**src/rtl/vga_timing_controller.sv**
```systemverilog
// VGA raster sequencer: h/v counters, registered hsync/vsync/video_on, frame-gated run/idle FSM.
// Latency: counters and decoded outputs update on the same pix_en edge; line_end/frame_end are combinational.
// Backpressure: none; pix_en=0 freezes all state, and run is only honoured at frame boundaries.
module vga_timing_controller #(
  parameter int unsigned H_ACTIVE    = 640,
  parameter int unsigned H_FP        = 16,
  parameter int unsigned H_SYNC      = 96,
  parameter int unsigned H_BP        = 48,
  parameter int unsigned V_ACTIVE    = 480,
  parameter int unsigned V_FP        = 10,
  parameter int unsigned V_SYNC      = 2,
  parameter int unsigned V_BP        = 33,
  parameter logic        SYNC_ACTIVE = 1'b0
) (
  input  logic       clk,
  input  logic       rst_n,
  input  logic       pix_en,
  input  logic       run,
  output logic       busy,
  output logic       hsync,
  output logic       vsync,
  output logic       video_on,
  output logic [9:0] pix_x,
  output logic [9:0] pix_y,
  output logic       line_end,
  output logic       frame_end
);

  localparam int unsigned H_TOTAL = H_ACTIVE + H_FP + H_SYNC + H_BP;
  localparam int unsigned V_TOTAL = V_ACTIVE + V_FP + V_SYNC + V_BP;

  localparam logic [9:0] H_LAST   = 10'(H_TOTAL - 1);
  localparam logic [9:0] V_LAST   = 10'(V_TOTAL - 1);
  localparam logic [9:0] H_VIS    = 10'(H_ACTIVE);
  localparam logic [9:0] V_VIS    = 10'(V_ACTIVE);
  localparam logic [9:0] HS_START = 10'(H_ACTIVE + H_FP);
  localparam logic [9:0] HS_END   = 10'(H_ACTIVE + H_FP + H_SYNC);
  localparam logic [9:0] VS_START = 10'(V_ACTIVE + V_FP);
  localparam logic [9:0] VS_END   = 10'(V_ACTIVE + V_FP + V_SYNC);

  typedef enum logic {
    S_IDLE = 1'b0,
    S_RUN  = 1'b1
  } state_t;

  state_t     state_q, state_d;
  logic [9:0] pix_x_q, pix_x_d;
  logic [9:0] pix_y_q, pix_y_d;
  logic       hsync_q, hsync_d;
  logic       vsync_q, vsync_d;
  logic       video_on_q, video_on_d;

  logic [9:0] x_nxt, y_nxt;
  logic       load_dec;

  assign busy      = (state_q == S_RUN);
  assign line_end  = busy & pix_en & (pix_x_q == H_LAST);
  assign frame_end = line_end & (pix_y_q == V_LAST);

  assign hsync    = hsync_q;
  assign vsync    = vsync_q;
  assign video_on = video_on_q;
  assign pix_x    = pix_x_q;
  assign pix_y    = pix_y_q;

  // Raster position one pixel ahead, wrapping line then frame.
  always_comb begin
    x_nxt = pix_x_q + 10'd1;
    y_nxt = pix_y_q;
    if (pix_x_q == H_LAST) begin
      x_nxt = '0;
      y_nxt = (pix_y_q == V_LAST) ? '0 : pix_y_q + 10'd1;
    end
  end

  // FSM next state, counter update and output decode from the next position.
  always_comb begin
    state_d    = state_q;
    pix_x_d    = pix_x_q;
    pix_y_d    = pix_y_q;
    hsync_d    = hsync_q;
    vsync_d    = vsync_q;
    video_on_d = video_on_q;
    load_dec   = 1'b0;

    if (pix_en) begin
      case (state_q)
        S_IDLE: begin
          if (run) begin
            state_d  = S_RUN;
            pix_x_d  = '0;
            pix_y_d  = '0;
            load_dec = 1'b1;
          end
        end
        S_RUN: begin
          if (frame_end && !run) begin
            state_d    = S_IDLE;
            pix_x_d    = '0;
            pix_y_d    = '0;
            hsync_d    = ~SYNC_ACTIVE;
            vsync_d    = ~SYNC_ACTIVE;
            video_on_d = 1'b0;
          end else begin
            pix_x_d  = x_nxt;
            pix_y_d  = y_nxt;
            load_dec = 1'b1;
          end
        end
        default: state_d = S_IDLE;
      endcase
    end

    // Decode the position the counters are about to hold so outputs stay aligned with them.
    if (load_dec) begin
      hsync_d    = ((pix_x_d >= HS_START) && (pix_x_d < HS_END)) ? SYNC_ACTIVE : ~SYNC_ACTIVE;
      vsync_d    = ((pix_y_d >= VS_START) && (pix_y_d < VS_END)) ? SYNC_ACTIVE : ~SYNC_ACTIVE;
      video_on_d = (pix_x_d < H_VIS) && (pix_y_d < V_VIS);
    end
  end

  // State register; reset drops straight to idle with syncs deasserted.
  always_ff @(posedge clk or negedge rst_n) begin
    if (!rst_n) begin
      state_q    <= S_IDLE;
      pix_x_q    <= '0;
      pix_y_q    <= '0;
      hsync_q    <= ~SYNC_ACTIVE;
      vsync_q    <= ~SYNC_ACTIVE;
      video_on_q <= 1'b0;
    end else begin
      state_q    <= state_d;
      pix_x_q    <= pix_x_d;
      pix_y_q    <= pix_y_d;
      hsync_q    <= hsync_d;
      vsync_q    <= vsync_d;
      video_on_q <= video_on_d;
    end
  end

endmodule

```
**config.mk**
```make
export PLATFORM = sky130hd
export DESIGN_NAME = vga_timing_controller
export DESIGN_NICKNAME = d
export VERILOG_FILES = /design/src/rtl/vga_timing_controller.sv
export SDC_FILE = /design/constraint.sdc
export NUM_CORES = 1
export LEC_CHECK = 0
export CAP_MARGIN = 5
export CORE_ASPECT_RATIO = 0.75
export CORE_UTILIZATION = 50
export DETAILED_ROUTE_END_ITERATION = 12
export PLACE_DENSITY_LB_ADDON = 0.15
export SYNTH_ARGS = -nofsm -noshare
export SYNTH_HDL_FRONTEND = slang
export SYNTH_SLANG_ARGS = --single-unit
```
**constraint.sdc**
```tcl
create_clock -name clk -period 2.75 [get_ports clk]
set_input_delay 0.825 -clock clk [delete_from_list [all_inputs] [get_ports clk]]
set_output_delay 0.825 -clock clk [all_outputs]
set_load 0.01 [all_outputs]
```
**Run 1: gate families picked out**

Scale: 8 px per µm.
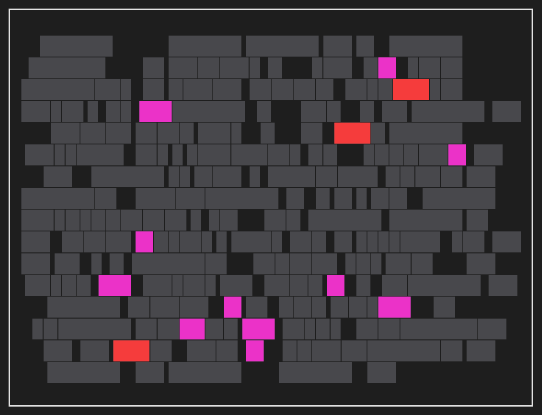
fa/ha/maj cells: in red, cells 3. and/or cells: in magenta, cells 11.
combinational share of cell area: 38.9%
final non-filler cell total: 273
most frequent logic cell in the layout: buf_4

**Run 1: port wiring**

Scale: 4 px per µm.
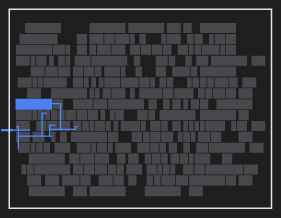
busy: in blue, bits 1, direction output, end cells 1, buffers 1, wire 46.2 µm.
Top Ports: 30
I/O Buffers: 29

**Run 1: ports around the boundary**

Scale: 8 px per µm. Pins as bars across the die edge, other pins in gray.
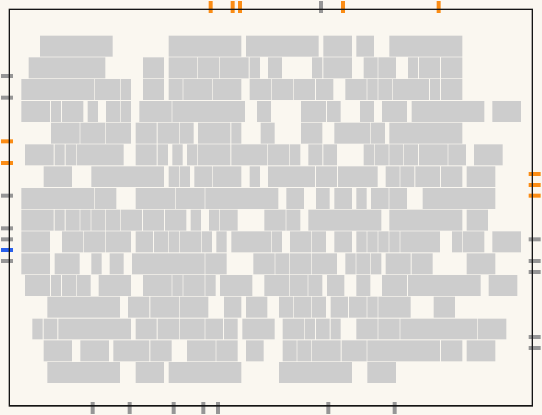
pix_y: in orange, pins 10, direction output, edge 5 top, 3 right, 2 left. busy: in blue, pins 1, direction output, edge left.
All pins by edge: 9 left, 8 right, 7 bottom, 6 top.
Die Wd: 65.2 µm
Die Ht: 49.4 µm

## run 1: per-layer routing
layer  global-route usage (%)  wire length, µm
met3                     5.37              399
met4                     10.5              105
met2                     42.6             1980
met5                        0                0
met1                     43.7             1900
## run 1: worst paths after layout
kind	cells after the start	endpoint	slack (ns)	startpoint
setup / recovery	5	frame_end	-0.03	pix_x[5]
hold / removal	2	video_on	0.50	video_on
setup reg to reg	8	video_on	0.17	pix_x[5]
hold reg to reg	2	video_on	0.50	video_on
max in group asynchronous	2	vsync	1.54	rst_n
min in group asynchronous	2	pix_x[7]	0.92	rst_n
## run 1: power breakdown
part / switching (mW) / internal, mW / leakage (nW)
clock: 0.114 / 0.128 / 0.0288
combinational: 0.160 / 0.167 / 0.599
sequential: 0.0201 / 0.384 / 0.314
==> impl_metrics.json, run 1 <==
{
  "outcome": "finished with violations",
  "violations": "negative setup slack",
  "area_growth_pct": 43.6,
  "grt-ovfl-total": 0,
  "wl_per_cell_um": 16.1,
  "die-area_um2": 3220,
  "setup_viol": 1,
  "h-tree-depth": 1,
  "gp_congestion": 0.898,
  "hold_ws_ns": 0.502,
  "clk_share_pct": 2.56,
  "place_ws_ns": -0.417,
  "p_per_area_nw_per_um2": 452,
  "final_antenna_net_count": 0,
  "p_leak_nw": 0.941,
  "largest_area_cell": "dfrtp_1",
  "coreArea_um2": 2720,
  "common_cells": "nand2_1, dfrtp_1, o21ai_0",
  "nMultiInputCombCells": 133,
  "cts_resized": 14,
  "relSlewSlack_pct": 53.0,
  "syn-cell-area_um2": 1500,
  "cts_tree": "done",
  "fillers": 186,
  "root_buffer": "clkbuf_8",
  "cpPeakStageDelay_ns": 0.40,
  "adder_share_pct": 2.51,
  "dp_cells": 267,
  "drt-initial-drc-count": 165,
  "ys_ff": 24,
  "num_rows": 16,
  "initCoreUtil_pct": 55.0,
  "warnings": 29,
  "cts_sinks": 24,
  "grtUsageTotal_pct": 29.5,
  "vias_per_cell": 6.07,
  "ctsHoldBuffers": 0,
  "wl_mm": 4.39,
  "syn_avg_cell_area_um2": 8.76,
  "ys_async_sr_fraction_pct": 100,
  "dominant_cells": "multi-input combinational cells",
  "ys_top_logic_family": "simple AND/OR/NAND/NOR gates",
  "synth.net_count": 178,
  "yosys.area.top_type_share_pct": 36.8,
  "path_common_cell": "or3_4",
  "utilization_pct": 79.0,
  "logic_area_um2": 836,
  "drv_cap": 0,
  "finalInstanceArea_um2": 2150,
  "post-cts-setup-buffer-count": 0,
  "final_net_count": 245,
  "cp_max_fo": 2,
  "well_tap_count": 36,
  "final.clkbuf_count": 4,
  "buf_share_pct": 27.1,
  "start_kind": "register",
  "ys_sh_mux_pct": 1.42,
  "vdd_drop_max_mv": 0.431,
  "edf_count": 0,
  "worst_slack_ns": -0.0284,
  "clk_path_buf_depth": 2,
  "ff_latch_area_um2": 603,
  "post_dp_cell_area_um2": 2060,
  "path_class": "reg -> out",
  "lay_top_cells": "buf_4, nand2_1, clkdlybuf4s50_1",
  "end_kind": "output pin",
  "clk_pin_slew_ns": 0.08,
  "grt_pass1_wl_mm": 7.12,
  "hold_viol": 0,
  "ys_types": 49,
  "p_total_mw": 0.972,
  "ys.warnings.count": 0,
  "cts_buffers": 3,
  "crit_required_ns": 1.93,
  "slowest_stage": "or3_4",
  "path_delay_family": "simple AND/OR/NAND/NOR gates",
  "syn_inst": 171,
  "synthFlopType": "dfrtp_1",
  "synth-seq-area-share_pct": 40.3,
  "rsz0062_at_grt": "true",
  "worst_pin_slew_ns": 0.699,
  "top_cells_by_area": "dfrtp_1, nand2_1, o21ai_0",
  "antenna_found_initial": 0,
  "top_cell": "nand2_1",
  "fin_skew_ns": 0.00259,
  "ys_cells": 171,
  "antenna_cells": 0,
  "drc": 0,
  "inverters": 8,
  "synth-xor-area-share_pct": 2.92
}
==> run 2: changes to the inputs <==
--- a/config.mk
+++ b/config.mk
@@ -6,7 +6,6 @@
 export NUM_CORES = 1
 export LEC_CHECK = 0
 export CAP_MARGIN = 5
-export CORE_ASPECT_RATIO = 0.75
 export CORE_UTILIZATION = 50
 export DETAILED_ROUTE_END_ITERATION = 12
 export PLACE_DENSITY_LB_ADDON = 0.15
==> constraint.sdc (replaced) <==
create_clock -name clk -period 2.9 [get_ports clk]
set_input_delay 0.87 -clock clk [delete_from_list [all_inputs] [get_ports clk]]
set_output_delay 0.87 -clock clk [all_outputs]
set_load 0.01 [all_outputs]
**Run 2: gate families picked out**

Scale: 8 px per µm.
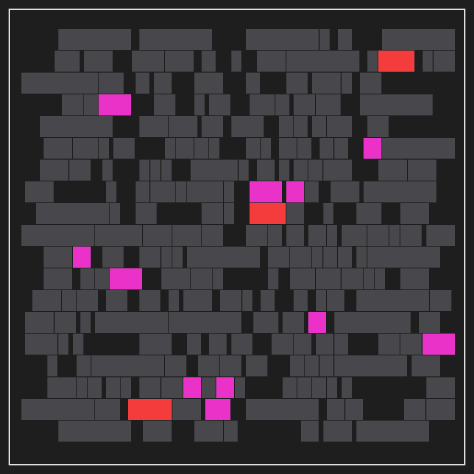
fa/ha/maj cells: in red, cells 3. and/or cells: in magenta, cells 11.
final non-filler cell total: 261
combinational share of cell area: 40.5%

==> run 2 against run 1 <==
The run ends with design-rule violations, negative setup slack left. Critical path type unchanged. Highest routed layer unchanged. Via count down 7.3%. Global-route usage down 0.69 points. Design area down 3.7%. Core utilization down 5.2 points. Die size about the same. Setup slack better by 0.0015 ns. Sequential share of layout area up 1.1 points. Critical endpoint unchanged.
==> impl_metrics.json, run 2 <==
{
  "drt-initial-drc-count": 64,
  "ys_types": 49,
  "p_total_mw": 0.835,
  "dominant_cells": "multi-input combinational cells",
  "edf_count": 0,
  "post_dp_cell_area_um2": 2020,
  "sh_seq_area_pct": 29.1,
  "lay_top_cells": "buf_4, nand2_1, clkdlybuf4s50_1",
  "antenna_found_initial": 0,
  "cts_tree": "done",
  "grt_pass1_wl_mm": 7.03,
  "vdd_drop_max_mv": 0.408,
  "h-tree-depth": 1,
  "start_kind": "register",
  "ys.warnings.count": 0,
  "clk_share_pct": 1.09,
  "hold_start": "video_on",
  "path_delay_family": "simple AND/OR/NAND/NOR gates",
  "m1WireLength_mm": 1.91,
  "drv_cap": 0,
  "cpPeakStageDelay_ns": 0.42,
  "nMultiInputCombCells": 133,
  "drc": 2,
  "ys_cells": 171,
  "cts_sinks": 24,
  "final_net_count": 239,
  "num_rows": 19,
  "wl_per_cell_um": 16.1,
  "internal_power_mw": 0.565,
  "p_sw_share_pct": 32.3,
  "grtUsageTotal_pct": 28.8,
  "ys_async_sr_fraction_pct": 100,
  "hold_viol": 0,
  "vias_per_cell": 5.89,
  "path_class": "reg -> out",
  "busiest_layer": "met2",
  "outcome": "finished with violations",
  "grt_use_met1_pct": 38.0,
  "largest_area_cell": "dfrtp_1",
  "ys_ff": 24,
  "common_cells": "nand2_1, dfrtp_1, o21ai_0",
  "cts_resized": 11,
  "crit_path_end": "frame_end",
  "gp_congestion": 0.866,
  "p_per_area_nw_per_um2": 403,
  "crit_required_ns": 2.03,
  "buf_share_pct": 26.0,
  "ys_sh_aoi_pct": 20.4,
  "yosys.area.top_type_share_pct": 36.8,
  "area_growth_pct": 38.3,
  "whs_endpoint": "video_on",
  "grt-ovfl-total": 0,
  "ys_top_logic_family": "simple AND/OR/NAND/NOR gates",
  "finalInstanceArea_um2": 2070,
  "pg_comb_mw": 0.298,
  "r2r_end": "video_on",
  "adder_share_pct": 2.51,
  "top_cells_by_area": "dfrtp_1, nand2_1, o21ai_0",
  "logic_area_um2": 838,
  "rrSetupSlack_ns": 0.24,
  "setup_viol": 1,
  "powerSeq_mw": 0.385,
  "io_pins": 30,
  "inverters": 8,
  "wl_mm": 4.20,
  "synthFlopType": "dfrtp_1",
  "die_x_um": 56.7,
  "final_common_cell": "buf_4",
  "top_cell": "nand2_1",
  "synth-seq-area-share_pct": 40.3,
  "syn_inst": 171,
  "fillers": 230,
  "violations": "design-rule violations, negative setup slack",
  "switchingPower_mw": 0.270,
  "worst_slack_ns": -0.0269,
  "ff_latch_area_um2": 603,
  "pwr-share-clk_pct": 18.1,
  "grt_use_met2_pct": 48.1,
  "p_leak_nw": 0.893,
  "portBuffers": 29,
  "synth.net_count": 178,
  "die-area_um2": 3220,
  "cp_num_cells": 5,
  "initCoreUtil_pct": 53.4,
  "die_y_um": 56.7,
  "coreArea_um2": 2810,
  "ctsHoldBuffers": 0,
  "ff2ff_path_depth": 8,
  "root_buffer": "clkbuf_4",
  "seqPwrFrac_pct": 46.1,
  "rsz0062_at_grt": "true",
  "met3_length_um": 140,
  "fin_skew_ns": 0.0121,
  "clk_pin_slew_ns": 0.14,
  "well_tap_count": 31,
  "power_leader": "sequential cells",
  "antenna_cells": 0,
  "post-cts-setup-buffer-count": 1,
  "syn_avg_cell_area_um2": 8.76,
  "combPwrFrac_pct": 35.8,
  "clock_power_mw": 0.151,
  "whs_path_depth": 2,
  "cp_max_fo": 2,
  "utilization_pct": 73.8,
  "synth-xor-area-share_pct": 2.92,
  "wl_met2_mm": 2.07,
  "warnings": 28,
  "end_kind": "output pin",
  "startpoint": "pix_x[7]",
  "final.clkbuf_count": 3,
  "slowest_stage": "or3_4",
  "syn-cell-area_um2": 1500,
  "rr_startpoint": "pix_x[7]",
  "worst_pin_slew_ns": 0.624
}
**Run 2: port wiring**

Scale: 4 px per µm.
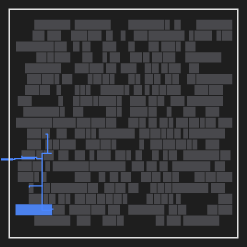
busy: in blue, bits 1, direction output, end cells 1, buffers 1, wire 40.1 µm.

## run 2: cells by family (layout without fill, tap and decap cells)
logic type / Yosys count / in the layout
buffers and inverters: 14 / 73
muxes: 2 / 2
xor gates and xnor gates: 5 / 5
AOI/OAI and AO/OA: 45 / 45
DFF: 24 / 24
and+or+nand+nor: 78 / 78
adders and majority gates: 3 / 3
## run 2: per-stage QoR
| step | hold slack, ns | setup TNS, ns | std cells | setup slack (ns) |
|---|---|---|---|---|
| global route | 0.532 | -0.0550 | 261 | -0.0550 |
| floorplan | 0.506 | 0 | 171 | 0.131 |
| CTS | 0.515 | 0 | 261 | 0.00774 |
| global placement | 0.466 | -0.577 | 257 | -0.334 |
| detailed placement | 0.477 | -0.648 | 257 | -0.369 |
| finish | 0.506 | -0.0269 | 261 | -0.0269 |
==> run 3: changes to the inputs <==
--- a/config.mk
+++ b/config.mk
@@ -7,6 +7,7 @@
 export LEC_CHECK = 0
 export CAP_MARGIN = 5
 export CORE_UTILIZATION = 50
+export CTS_BUF_LIST = sky130_fd_sc_hd__clkbuf_8
 export DETAILED_ROUTE_END_ITERATION = 12
 export PLACE_DENSITY_LB_ADDON = 0.15
 export SYNTH_ARGS = -nofsm -noshare
**Run 3: drive-strength map**

Scale: 8 px per µm.
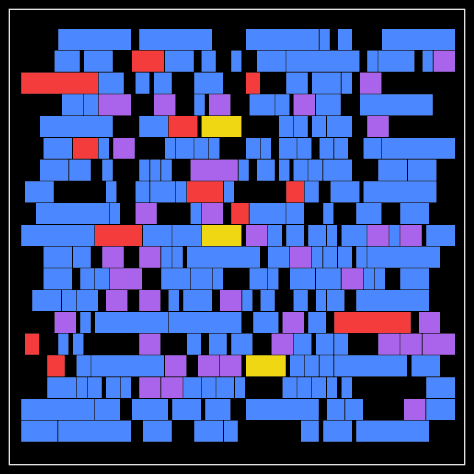
x3 and x4: in purple, cells 36, share 16%. x6 and larger: in yellow, cells 3, share 1.3%. x2: in red, cells 12, share 5.2%. x1 and smaller: in blue, cells 178, share 78%.
post-route cell area: 2060 µm²
Plain + repair buffers: 61

==> run 3 against run 2 <==
The run ends with design-rule violations left. Sequential share of layout area up 0.088 points. Die size unchanged. Clock power up 32%. Design area down 0.30%. Count of clock-buffer cells in the layout unchanged. Synthesized cell count unchanged. Combinational power about the same. Largest power group unchanged. Setup slack better by 0.054 ns. Critical path depth unchanged. Core utilization down 0.22 points. Critical endpoint unchanged. Wire length down 0.57%. Highest routed layer unchanged. Hold slack worse by 0.010 ns.
==> impl_metrics.json, run 3 <==
{
  "p_total_mw": 0.880,
  "place_ws_ns": -0.369,
  "vias_per_cell": 5.87,
  "worst_slack_ns": 0.0270,
  "synthFlopType": "dfrtp_1",
  "crit_path_end": "frame_end",
  "cts_buffers": 3,
  "p_per_area_nw_per_um2": 426,
  "logic_area_um2": 828,
  "hold_start": "video_on",
  "ff2ff_path_depth": 8,
  "ys_cells": 171,
  "internal_power_mw": 0.608,
  "grtUsageTotal_pct": 28.4,
  "io_pins": 30,
  "h-tree-depth": 1,
  "pwr-share-clk_pct": 22.6,
  "seqPwrFrac_pct": 43.8,
  "ctsHoldBuffers": 0,
  "m1WireLength_mm": 1.81,
  "drt-initial-drc-count": 56,
  "gp_congestion": 0.866,
  "end_kind": "output pin",
  "outcome": "finished with violations",
  "utilization_pct": 73.6,
  "cp_max_fo": 2,
  "slowest_stage": "or3_4",
  "antenna_found_initial": 0,
  "busiest_layer": "met2",
  "crit_chain": "or3_4 -> or3_1 -> or3_4 -> inv_1 -> buf_2",
  "initCoreUtil_pct": 53.4,
  "combPwrFrac_pct": 33.6,
  "top_cell": "nand2_1",
  "die_x_um": 56.7,
  "top_cells_by_area": "dfrtp_1, nand2_1, o21ai_0",
  "grt_pass1_vias": 1504,
  "cts_sinks": 24,
  "ff_latch_area_um2": 603,
  "power_leader": "sequential cells",
  "grt_pass1_wl_mm": 6.96,
  "antenna_cells": 0,
  "startpoint": "pix_x[5]",
  "ys_types": 49,
  "met3_usage_pct": 2.76,
  "warnings": 27,
  "final_common_cell": "buf_4",
  "r2r_end": "video_on",
  "violations": "design-rule violations",
  "start_kind": "register",
  "fin_setup_tns_ns": 0,
  "grt-ovfl-total": 0,
  "clk_path_buf_depth": 2,
  "switchingPower_mw": 0.272,
  "syn-cell-area_um2": 1500,
  "yosys.area.top_type_share_pct": 36.8,
  "cp_num_cells": 5,
  "crit_required_ns": 2.03,
  "setup_viol": 0,
  "hold_ws_ns": 0.496,
  "rrSetupSlack_ns": 0.28,
  "wl_per_cell_um": 16.1,
  "fin_skew_ns": 0.00559,
  "drv_cap": 0,
  "root_buffer": "clkbuf_8",
  "path_common_cell": "or3_4",
  "drc": 2,
  "coreArea_um2": 2810,
  "edf_count": 0,
  "p_leak_nw": 0.903,
  "pg_comb_mw": 0.295,
  "post_dp_cell_area_um2": 2020,
  "cts_resized": 6,
  "synth.net_count": 178,
  "clock_power_mw": 0.199,
  "syn_inst": 171,
  "whs_endpoint": "video_on",
  "die_y_um": 56.7,
  "vdd_drop_max_mv": 0.420,
  "post-cts-setup-buffer-count": 0,
  "synth-seq-area-share_pct": 40.3,
  "rr_startpoint": "pix_x[5]",
  "clk_pin_slew_ns": 0.08,
  "num_rows": 19,
  "powerSeq_mw": 0.385,
  "grt_use_met2_pct": 47.8,
  "wl_met2_mm": 2.02,
  "whs_path_depth": 2,
  "ys.warnings.count": 0,
  "hold_viol": 0,
  "lay_top_cells": "buf_4, nand2_1, clkdlybuf4s50_1",
  "relSlewSlack_pct": 56.9,
  "top_layer": "met4",
  "area_growth_pct": 37.8,
  "ys_ff": 24,
  "largest_area_cell": "dfrtp_1",
  "dp_cells": 257,
  "cpPeakStageDelay_ns": 0.40,
  "path_class": "reg -> out"
}
**Run 3: gate families picked out**

Scale: 8 px per µm.
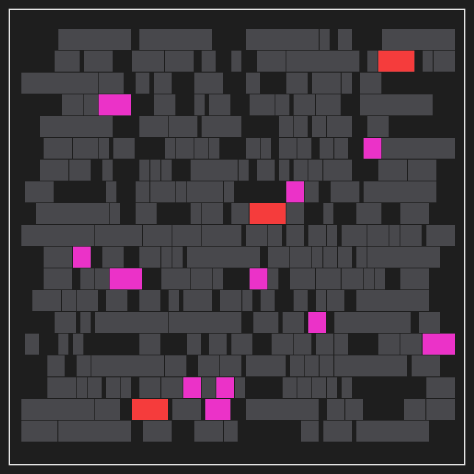
and/or cells: in magenta, cells 11. fa/ha/maj cells: in red, cells 3.
combinational share of cell area: 40.1%
final non-filler cell total: 260

-- run 3: final cells by class --
| cell class | instances | area share, % |
|---|---|---|
| Multi-Input combinational cell | 133 | 40.1 |
| Sequential cell | 24 | 29.2 |
| Timing Repair Buffer | 61 | 25.3 |
| Clock buffer | 3 | 2.00 |
| Tap cell | 31 | 1.88 |
| Inverter | 8 | 1.45 |
-- run 3: cell families (layout without fill, tap and decap cells) --
kind of cell / Yosys count / in the layout / share of synthesized area (%)
AND-OR/OR-AND: 45 / 45 / 20.4
XOR/XNOR: 5 / 5 / 2.92
adder cells (fa/ha/maj): 3 / 3 / 2.51
buffers and inverters: 14 / 72 / 5.10
flip-flops: 24 / 24 / 40.3
multiplexers: 2 / 2 / 1.42
AND/OR/NAND/NOR: 78 / 78 / 27.4
Power is estimated from default activity; no workload was simulated.
